### Port wiring, run 1

Bar = 20 µm.
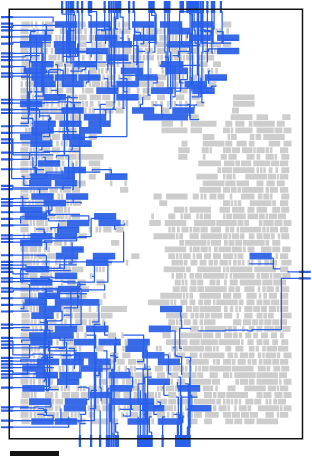
### Metal layers overlaid, run 1

Only two layers are drawn.
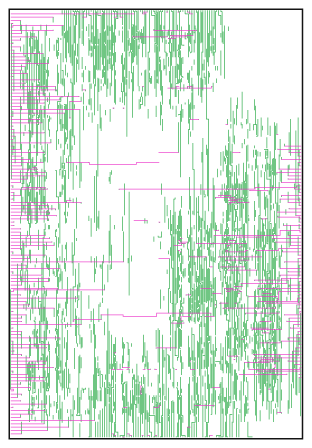
### Where the registers sit, run 1

Bar = 20 µm. Other sequential cells in the stronger grey, the rest of the logic in the fainter grey.
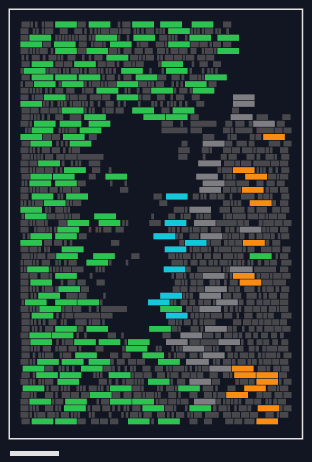
--- src/rtl/fetch_arbiter.sv ---
// Shares one external 128-bit read port between the feature and weight fetch units.
// Round-robin burst grant, pipelined word reads capped at MAX_OUT in flight, registered data return.
module fetch_arbiter #(
  parameter int ADDR_W  = 16,
  parameter int DATA_W  = 128,
  parameter int LEN_W   = 8,
  parameter int MAX_OUT = 4
) (
  input  logic              clk,
  input  logic              rst,
  input  logic              feat_req,
  input  logic [ADDR_W-1:0] feat_src_addr,
  input  logic [LEN_W-1:0]  feat_len,
  output logic              feat_ack,
  output logic              feat_done,
  input  logic              wt_req,
  input  logic [ADDR_W-1:0] wt_src_addr,
  input  logic [LEN_W-1:0]  wt_len,
  output logic              wt_ack,
  output logic              wt_done,
  output logic              mem_rd_req,
  output logic [ADDR_W-1:0] mem_rd_addr,
  input  logic              mem_rd_ready,
  input  logic              mem_rd_valid,
  input  logic [DATA_W-1:0] mem_rd_data,
  output logic [DATA_W-1:0] fetch_data,
  output logic              feature_fetch_enable,
  output logic              weight_fetch_enable,
  output logic              busy,
  output logic              protocol_err
);
  localparam int CNT_W = LEN_W + 1;
  localparam int OUT_W = $clog2(MAX_OUT + 1);

  typedef enum logic [1:0] {IDLE, ISSUE, DONE} state_t;

  state_t            state;
  logic              owner_wt, last_wt;
  logic [ADDR_W-1:0] base;
  logic [CNT_W-1:0]  len_q, issued, received;
  logic [OUT_W-1:0]  outstanding;
  logic              grant_feat, grant_wt, accept, beat;
  logic [LEN_W-1:0]  req_len;
  logic [ADDR_W-1:0] req_addr;

  // last_wt=1 means the feature unit wins the next contested grant
  assign grant_feat = rst && (state == IDLE) && feat_req && (!wt_req || last_wt);
  assign grant_wt   = rst && (state == IDLE) && wt_req && (!feat_req || !last_wt);
  assign feat_ack   = grant_feat;
  assign wt_ack     = grant_wt;
  assign req_len    = grant_wt ? wt_len : feat_len;
  assign req_addr   = grant_wt ? wt_src_addr : feat_src_addr;

  assign busy        = (state != IDLE);
  assign mem_rd_req  = (state == ISSUE) && (issued < len_q) && (outstanding < OUT_W'(MAX_OUT));
  assign mem_rd_addr = base + ADDR_W'(issued);
  assign accept      = mem_rd_req && mem_rd_ready;
  // returns with nothing outstanding are dropped and flagged
  assign beat        = mem_rd_valid && (outstanding != '0);

  always_ff @(posedge clk or negedge rst) begin
    if (!rst) begin
      state                <= IDLE;
      owner_wt             <= 1'b0;
      last_wt              <= 1'b1;
      base                 <= '0;
      len_q                <= '0;
      issued               <= '0;
      received             <= '0;
      outstanding          <= '0;
      feat_done            <= 1'b0;
      wt_done              <= 1'b0;
      fetch_data           <= '0;
      feature_fetch_enable <= 1'b0;
      weight_fetch_enable  <= 1'b0;
      protocol_err         <= 1'b0;
    end else begin
      feat_done            <= 1'b0;
      wt_done              <= 1'b0;
      feature_fetch_enable <= 1'b0;
      weight_fetch_enable  <= 1'b0;
      if (mem_rd_valid && (outstanding == '0)) protocol_err <= 1'b1;

      if (accept && !beat)      outstanding <= outstanding + OUT_W'(1);
      else if (beat && !accept) outstanding <= outstanding - OUT_W'(1);
      if (accept) issued <= issued + CNT_W'(1);

      if (beat) begin
        fetch_data           <= mem_rd_data;
        feature_fetch_enable <= !owner_wt;
        weight_fetch_enable  <= owner_wt;
        received             <= received + CNT_W'(1);
      end

      case (state)
        IDLE: begin
          if (grant_feat || grant_wt) begin
            owner_wt <= grant_wt;
            base     <= req_addr;
            len_q    <= CNT_W'(req_len);
            issued   <= '0;
            received <= '0;
            state    <= (req_len == '0) ? DONE : ISSUE;
          end
        end
        ISSUE: begin
          // done rides with the last enable beat
          if (beat && (received + CNT_W'(1) == len_q)) begin
            feat_done <= !owner_wt;
            wt_done   <= owner_wt;
            state     <= DONE;
          end
        end
        DONE: begin
          last_wt <= owner_wt;
          state   <= IDLE;
          if (len_q == '0) begin
            feat_done <= !owner_wt;
            wt_done   <= owner_wt;
          end
        end
        default: state <= IDLE;
      endcase
    end
  end
endmodule

--- config.mk ---
export PLATFORM = sky130hd
export DESIGN_NAME = fetch_arbiter
export DESIGN_NICKNAME = d
export VERILOG_FILES = /design/src/rtl/fetch_arbiter.sv
export SDC_FILE = /design/constraint.sdc
export NUM_CORES = 1
export LEC_CHECK = 0
export CAP_MARGIN = 10
export CORE_ASPECT_RATIO = 1.5
export CORE_MARGIN = 4
export CORE_UTILIZATION = 45
export CTS_BUF_LIST = sky130_fd_sc_hd__clkbuf_8
export CTS_CLUSTER_SIZE = 24
export DETAILED_ROUTE_END_ITERATION = 10
export PLACE_DENSITY = 0.93
export SYNTH_ARGS = -nofsm -noshare
export SYNTH_HDL_FRONTEND = slang
export SYNTH_SLANG_ARGS = --single-unit
--- constraint.sdc ---
create_clock -name clk -period 3.5 [get_ports clk]
set_input_delay 0.525 -clock clk [delete_from_list [all_inputs] [get_ports clk]]
set_output_delay 0.525 -clock clk [all_outputs]
set_load 0.01 [all_outputs]
==> summary.txt, run 1 <==
yosys + openroad results -> result of the run=completed, clk slew on worst S/H paths=about 0.10 ns, total global routing overflow=0, count of library flops with an enable pin=0, WS Path Type=register to output pin, part of the cycle the worst path needs=around 96%, Async S/R FF share, synth=100%, most flop-heavy register=fetch_data, CTS tree=yes, Cell Area, Placed=between 10000 and 15000 µm², routed wl met2=~13 mm, fraction of the core area covered by cells at the end of the flow=67.8%, type of the worst min-delay path=register to register, final total power=8740 µW, most instantiated library cell after synthesis=sky130_fd_sc_hd__nand2_1, Clk Tree Root Cell=sky130_fd_sc_hd__clkbuf_8, area occupied by registers=4560 µm², GRT met2 Usage=approximately 42%, met1 GRT Util=roughly 27%, largest cell class by area=registers, initial antenna violation count=0, top cells by count, synth=sky130_fd_sc_hd__nand2_1 (422), sky130_fd_sc_hd__dfrtp_1 (181), sky130_fd_sc_hd__o21ai_0 (30), final-layout fill cell count=about 1400, Register-to-Register Path Depth=11, insertion delay to the later sink of the worst-skew pair=0.44 ns, Top Layer Used=met4, peak fanout along the critical path=5, Post-Route M1 WL=~9.2 mm, number of flip-flops under the largest register name=between 100 and 150, number of nets in the synthesized netlist=about 1100, fraction of area in clock buffers and inverters=3.61%, Initial DRC Count=about 460, number of cells produced by synthesis=between 900 and 1000, synthesis-stage register bit count=between 150 and 200, data required time at the worst endpoint=~3.0 ns, number of buffers between clock root and the deepest sink=2, Power Density=approximately 700 nW/µm², crit start category=register, transition time of the tightest slew-check pin=between 0.7 and 0.8 ns, via count of the first global-routing pass=7997, met3 track utilization from global routing=8.01%, top library cells by usage in the layout, fill and taps aside=sky130_fd_sc_hd__nand2_1 (422), sky130_fd_sc_hd__clkdlybuf4s50_1 (326), sky130_fd_sc_hd__dfrtp_1 (179), clock buffer count=17, smallest setup slack after layout=between 0.15 and 0.2 ns, placed wire-length estimate=between 15 and 20 mm, hold path cells=1, n_diodes=3, number of non-clock buffers=between 300 and 400, family with the most delay on the worst path=buffers and inverters, signal arrival time at the worst endpoint=between 2 and 3 ns, endpoint type of the worst setup path=output pin, number of detailed-routing iterations run before antenna repair=5, flip-flops=between 150 and 200, hold endpoint=protocol_err, buffer-and-inverter tally for the worst setup path=2, Die Area=21100 µm², Vert. Die Dim=~180 µm, Setup TNS=0 ns, post-synthesis instance area=around 8500 µm², WHS=approximately 0.47 ns, signed area change from the synthesized netlist to the final layout=48.6%, biggest cell delay along the critical path=0.54 ns, combinational gate area=roughly 3700 µm², flip-flop and latch share of the layout cell area=around 36%, fraction of area in multi-input gates=29.2%, leading cell type in the layout, fill and taps excluded=sky130_fd_sc_hd__nand2_1, clock period minus worst slack=between 3 and 4 ns, CP cell instances=ha_1 > a21o_1 > a21oi_4 > o21ai_2 > a41oi_1 > buf_4 > nor3b_2 > xor2_1 > clkdlybuf4s50_1, Hold Fails Final Rpt=0, cells in synth_stat.txt=935, share of final-layout standard cells stronger than drive strength 1=5.91%, max-cap violation count=0, CP Launch Point=issued[1], core area=about 19000 µm², timing-limited maximum frequency=between 0.2 and 0.3 GHz, Reg2Reg Launch Point=state[1], placement row count=around 61, number of sinks driven by the clock tree=182, non-filler instance count after layout=approximately 1500, FF-to-FF setup slack=approximately 0.48 ns, layout buffering overhead excluding clock cells=between 20% and 30%, Seq/Total Area, Yosys=around 54%, area figure in the yosys stat output=approximately 8500 µm², portion of synthesized cell area occupied by the leading cell type=between 50 and 60%, Initial Util=between 40 and 50%, count of tool warnings=31
Notes on 'Port wiring' above:
port	colour	direction	edge	end cells	buffers	wire
fetch_data	blue	output	64 left, 38 top, 24 bottom, 2 right	128	128	5210 µm
count of input and output buffers: 334
ports placed on the boundary: 335

Notes on 'Metal layers overlaid' above:
layer	colour	wire length
M3	magenta	2560 µm
M2	green	13300 µm
detailed-route via count: 7791
global-route total usage across every layer: 24.4%

Notes on 'Where the registers sit' above:
name in the netlist	colour	flops
fetch_data	green	128
received	cyan	9
base	orange	16

==> run 1: logic make-up (layout without fill, tap and decap cells) <==
group,after synthesis,count (layout),share of synthesized area (%)
xor+xnor,36,36,3.73
fa+ha+maj,24,24,3.73
buf+inv,71,405,3.59
compound gates,82,82,6.86
mux,26,26,3.09
simple gates,514,514,25.2
other cells,0,3,0
flops,182,182,53.8
==> run 1: report_power, final <==
| part | total (µW) | switching [µW] | internal, µW |
|---|---|---|---|
| Combinational | 3780 | 1860 | 1920 |
| Clock | 1630 | 772 | 857 |
| Sequential | 3330 | 539 | 2790 |
| Total | 8740 | 3170 | 5570 |
==> run 1: repair_timing <==
item,4_1_cts,5_1_grt
hold endpoints to repair,37,0
buffers inserted,2,1
resized,11,11
hold buffers,1,0
endpoints found under the setup margin,8,6
pin swaps,3,0
==> run 2: changes to the inputs <==
--- a/config.mk
+++ b/config.mk
@@ -6,9 +6,11 @@
 export NUM_CORES = 1
 export LEC_CHECK = 0
 export CAP_MARGIN = 10
+export CELL_PAD_IN_SITES_DETAIL_PLACEMENT = 1
+export CELL_PAD_IN_SITES_GLOBAL_PLACEMENT = 1
 export CORE_ASPECT_RATIO = 1.5
 export CORE_MARGIN = 4
-export CORE_UTILIZATION = 45
+export CORE_UTILIZATION = 33
 export CTS_BUF_LIST = sky130_fd_sc_hd__clkbuf_8
 export CTS_CLUSTER_SIZE = 24
 export DETAILED_ROUTE_END_ITERATION = 10
### Metal layers overlaid, run 2

Only two layers are drawn.
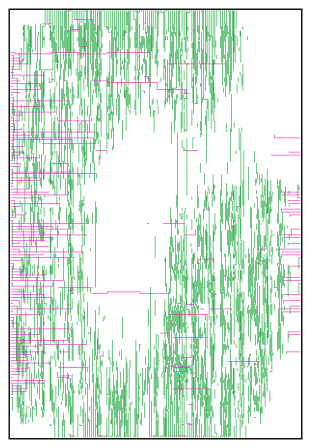
layer	colour	wire length
M3	magenta	2000 µm
M2	green	16400 µm

==> run 2 against run 1 <==
Register-to-register slack got worse by 0.06 ns. Setup slack lost 0.059 ns. Sequential power is essentially flat. Sequential share of layout area decreased by 0.17 points. Flip-flop count is the same. Clock skew up 0.0042 ns. Worst hold slack improved by 0.0061 ns. Final area is 0.50% higher. Non-clock buffer count is the same. Via count is 0.39% higher. Combinational power rose by 1%. Critical path type unchanged.
==> summary.txt, run 2 <==
yosys + openroad results -> result of the run=completed, combinational gate area=3690 µm² (+0.24%), cells in synth_stat.txt=935 (unchanged), compound-cell area share of the yosys netlist=6.86% (unchanged), top cells by count, synth=sky130_fd_sc_hd__nand2_1 (422), sky130_fd_sc_hd__dfrtp_1 (181), sky130_fd_sc_hd__o21ai_0 (30), Psw=3300 µW (+3.9%), worst setup slack after placement=between 0.2 and 0.25 ns, data required time at the worst endpoint=2.97 ns (about the same), H-tree lvl count=4, clock buffer count=19 (+2), number of non-clock buffers=348 (unchanged), biggest area contributors in the synthesized netlist=sky130_fd_sc_hd__dfrtp_1 (54%), sky130_fd_sc_hd__nand2_1 (19%), sky130_fd_sc_hd__ha_1 (3.3%), total global routing overflow=0 (unchanged), count of instances resized after the clock tree is built=18 (+7), count of final setup violators=0, met3 track utilization from global routing=7.19% (-0.83 points), max-cap violation count=0 (unchanged), leading cell type in the layout, fill and taps excluded=sky130_fd_sc_hd__nand2_1, count of tool warnings=31 (unchanged), number of non-clock inverters in the layout=26, GRT met2 Usage=39.1% (-3.3 points), cell-internal power=5460 µW (-2.0%), area figure in the yosys stat output=8460 µm² (unchanged), insertion delay to the later sink of the worst-skew pair=0.47 ns (+0.03 ns), clock period minus worst slack=3.41 ns (+0.0587 ns), Initial DRC Count=323 (-30%), ports placed on the boundary=335 (unchanged), fraction of the core area covered by cells at the end of the flow=50.3% (-18 points), Tap Cells=328, smallest setup slack after layout=0.0931 ns (-0.0587 ns), LEAKAGE=0.00582 µW, Die Area=28300 µm² (+34%), CP cell instances=ha_4 > a21o_1 > a21oi_1 > nor2_1 > a41oi_2 > buf_4 > nor2_1 > xor2_1 > clkdlybuf4s50_1, cell type with the largest total area=sky130_fd_sc_hd__dfrtp_1, type of the worst min-delay path=register to register, initial antenna violation count=2 (+2), share of total power in sequential cells=38.3% (+0.2 points), crit start category=register, Clock net power=1570 µW (-4%), clk slew on worst S/H paths=0.10 ns (about the same), antenna viol nets, final=0, biggest cell delay along the critical path=0.56 ns (+0.02 ns), P_comb=3830 µW (+1%), Setup TNS=0 ns (unchanged), Seq/Total Area, Yosys=53.8% (unchanged), flip-flop and latch share of the layout cell area=36.1% (-0.17 points), group with the largest share of power=combinational cells, first-pass GRT wire length=roughly 48 mm, peak supply drop=0.389 mV, Vert. Die Dim=204 µm (+16%), multi-input combinational cell count=682, most instantiated library cell after synthesis=sky130_fd_sc_hd__nand2_1, WS Path Type=register to output pin, clock network fraction of design power=17.9% (-0.7 points), Async S/R FF share, synth=100% (unchanged), share of final-layout standard cells stronger than drive strength 1=6.30% (+0.39 points), Post-synth mux share=3.09% (unchanged), layout buffering overhead excluding clock cells=27.3% (-0.26 points), cell area after layout=approximately 13000 µm², Hold Fails Final Rpt=0 (unchanged), simple-gate area share of the yosys netlist=25.2% (unchanged), WL per Instance=18.9 µm, Top logic family=simple AND/OR/NAND/NOR gates, flip-flops=182 (unchanged), CTS tree=yes, fraction of area in multi-input gates=29.2% (-0.075 points), registers with the highest flip-flop counts=fetch_data: 128 flops, base: 16 flops, Clk Tree Root Cell=sky130_fd_sc_hd__clkbuf_8, endpoint type of the worst setup path=output pin, Die X=139 µm, detailed-routed wire length on met3=between 2 and 2.5 mm, n_diodes=2 (-1), most flop-heavy register=fetch_data, critical path's slowest cell=sky130_fd_sc_hd__clkdlybuf4s50_1, RSZ-0062 raised after global routing=yes, xor-xnor portion of the synthesized cell area=3.73% (unchanged), fraction of area in clock buffers and inverters=3.39% (-0.22 points), number of nets in the synthesized netlist=1141 (unchanged), WHS=0.479 ns (+0.00614 ns), transition time of the tightest slew-check pin=0.808 ns (+0.0675 ns), Comb power frac=43.8% (+0.5 points), power drawn by the sequential cells=3350 µW (about the same), largest cell class by area=registers, Cells after DPL=approximately 1600, GP Congestion=roughly 0.82, maximum number of pins on one net before global-route repair=132, Layout Nets=1463, number of buffers between clock root and the deepest sink=2 (unchanged), Top Layer Used=met4, top library cells by usage in the layout, fill and taps aside=sky130_fd_sc_hd__nand2_1 (422), sky130_fd_sc_hd__clkdlybuf4s50_1 (326), sky130_fd_sc_hd__dfrtp_1 (178), portion of synthesized cell area occupied by the leading cell type=53.5% (unchanged), hold_buf cts=1 (unchanged), buffer-and-inverter tally for the worst setup path=2 (unchanged), Power Density=692 nW/µm² (-0.33%), count of input and output buffers=334 (unchanged), Post-Route M1 WL=10.5 mm (+13%), global-route total usage across every layer=21.3% (-3.2 points), number of detailed-routing iterations run before antenna repair=4 (-1), part of the cycle the worst path needs=97.3% (+1.7 points), Sw Share=37.6% (+1.4 points), total clock buffers created by CTS=17, post-CTS setup-driven buffer insertion count=3 (+1), signal arrival time at the worst endpoint=2.88 ns (+0.06 ns), routed wl met2=16.4 mm (+23%), via count of the first global-routing pass=9136 (+14%), final total power=8760 µW (+0.17%), count of library flops with an enable pin=0 (unchanged), post-synthesis instance area=8460 µm² (unchanged), slew margin rel.=46.1%, number of sinks driven by the clock tree=182 (unchanged), Cell Area, Placed=12100 µm² (+0.77%), prevailing post-synth register cell=sky130_fd_sc_hd__dfrtp_1, Slew Limit Fails=0, non-filler instance count after layout=1600 (+5.0%), adder and majority gate portion of the synthesized area=3.73% (unchanged), Initial Util=33.7% (-12 points), number of flip-flops under the largest register name=128 (unchanged), synthesis-stage register bit count=182 (unchanged), number of cells produced by synthesis=935 (unchanged), clk_skew=0.0175 ns, placement row count=71 (+16%), signed area change from the synthesized netlist to the final layout=49.4%, core area=25100 µm² (+36%), final-layout fill cell count=2864 (+110%), post-detailed-route via-to-cell ratio=slightly below 5, timing-limited maximum frequency=0.294 GHz (-1.7%), placed wire-length estimate=22.4 mm (+13%), area occupied by registers=4560 µm² (about the same), peak fanout along the critical path=5 (unchanged), family with the most delay on the worst path=buffers and inverters, detailed-route via count=7821 (+0.39%)
### Metal 1, run 2

Bar = 50 µm. Supply wires on this layer in grey. Cells faint in the background.
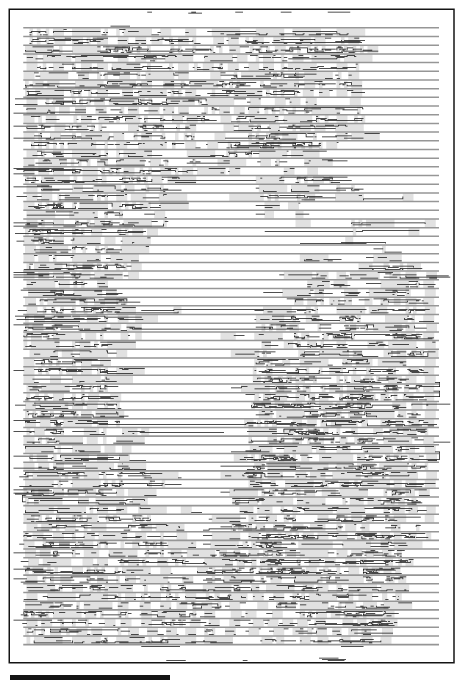
share of all routed wire	35%
nets with wire on the layer	1283
main direction	horizontal
wire length on this layer	10500 µm
longest straight run	53.8 µm
met1 GRT Util: 21.2%
Detailed Route WL: 30.2 mm

==> run 2: cell counts after synthesis <==
No cell type changed its count.
==> run 2: path summary, 6_finish.rpt <==
kind	start	to	slack [ns]	cells past startpoint
setup / recovery	issued[6]	mem_rd_addr[11]	0.09	9
hold / removal	fetch_data[45]	fetch_data[45]	0.48	2
setup reg to reg	state[1]	outstanding[2]	0.42	11
hold reg to reg	fetch_data[45]	fetch_data[45]	0.48	2
max in group asynchronous	rst	issued[6]	1.88	3
min in group asynchronous	rst	fetch_data[70]	0.50	2
Power is estimated from default activity; no workload was simulated.
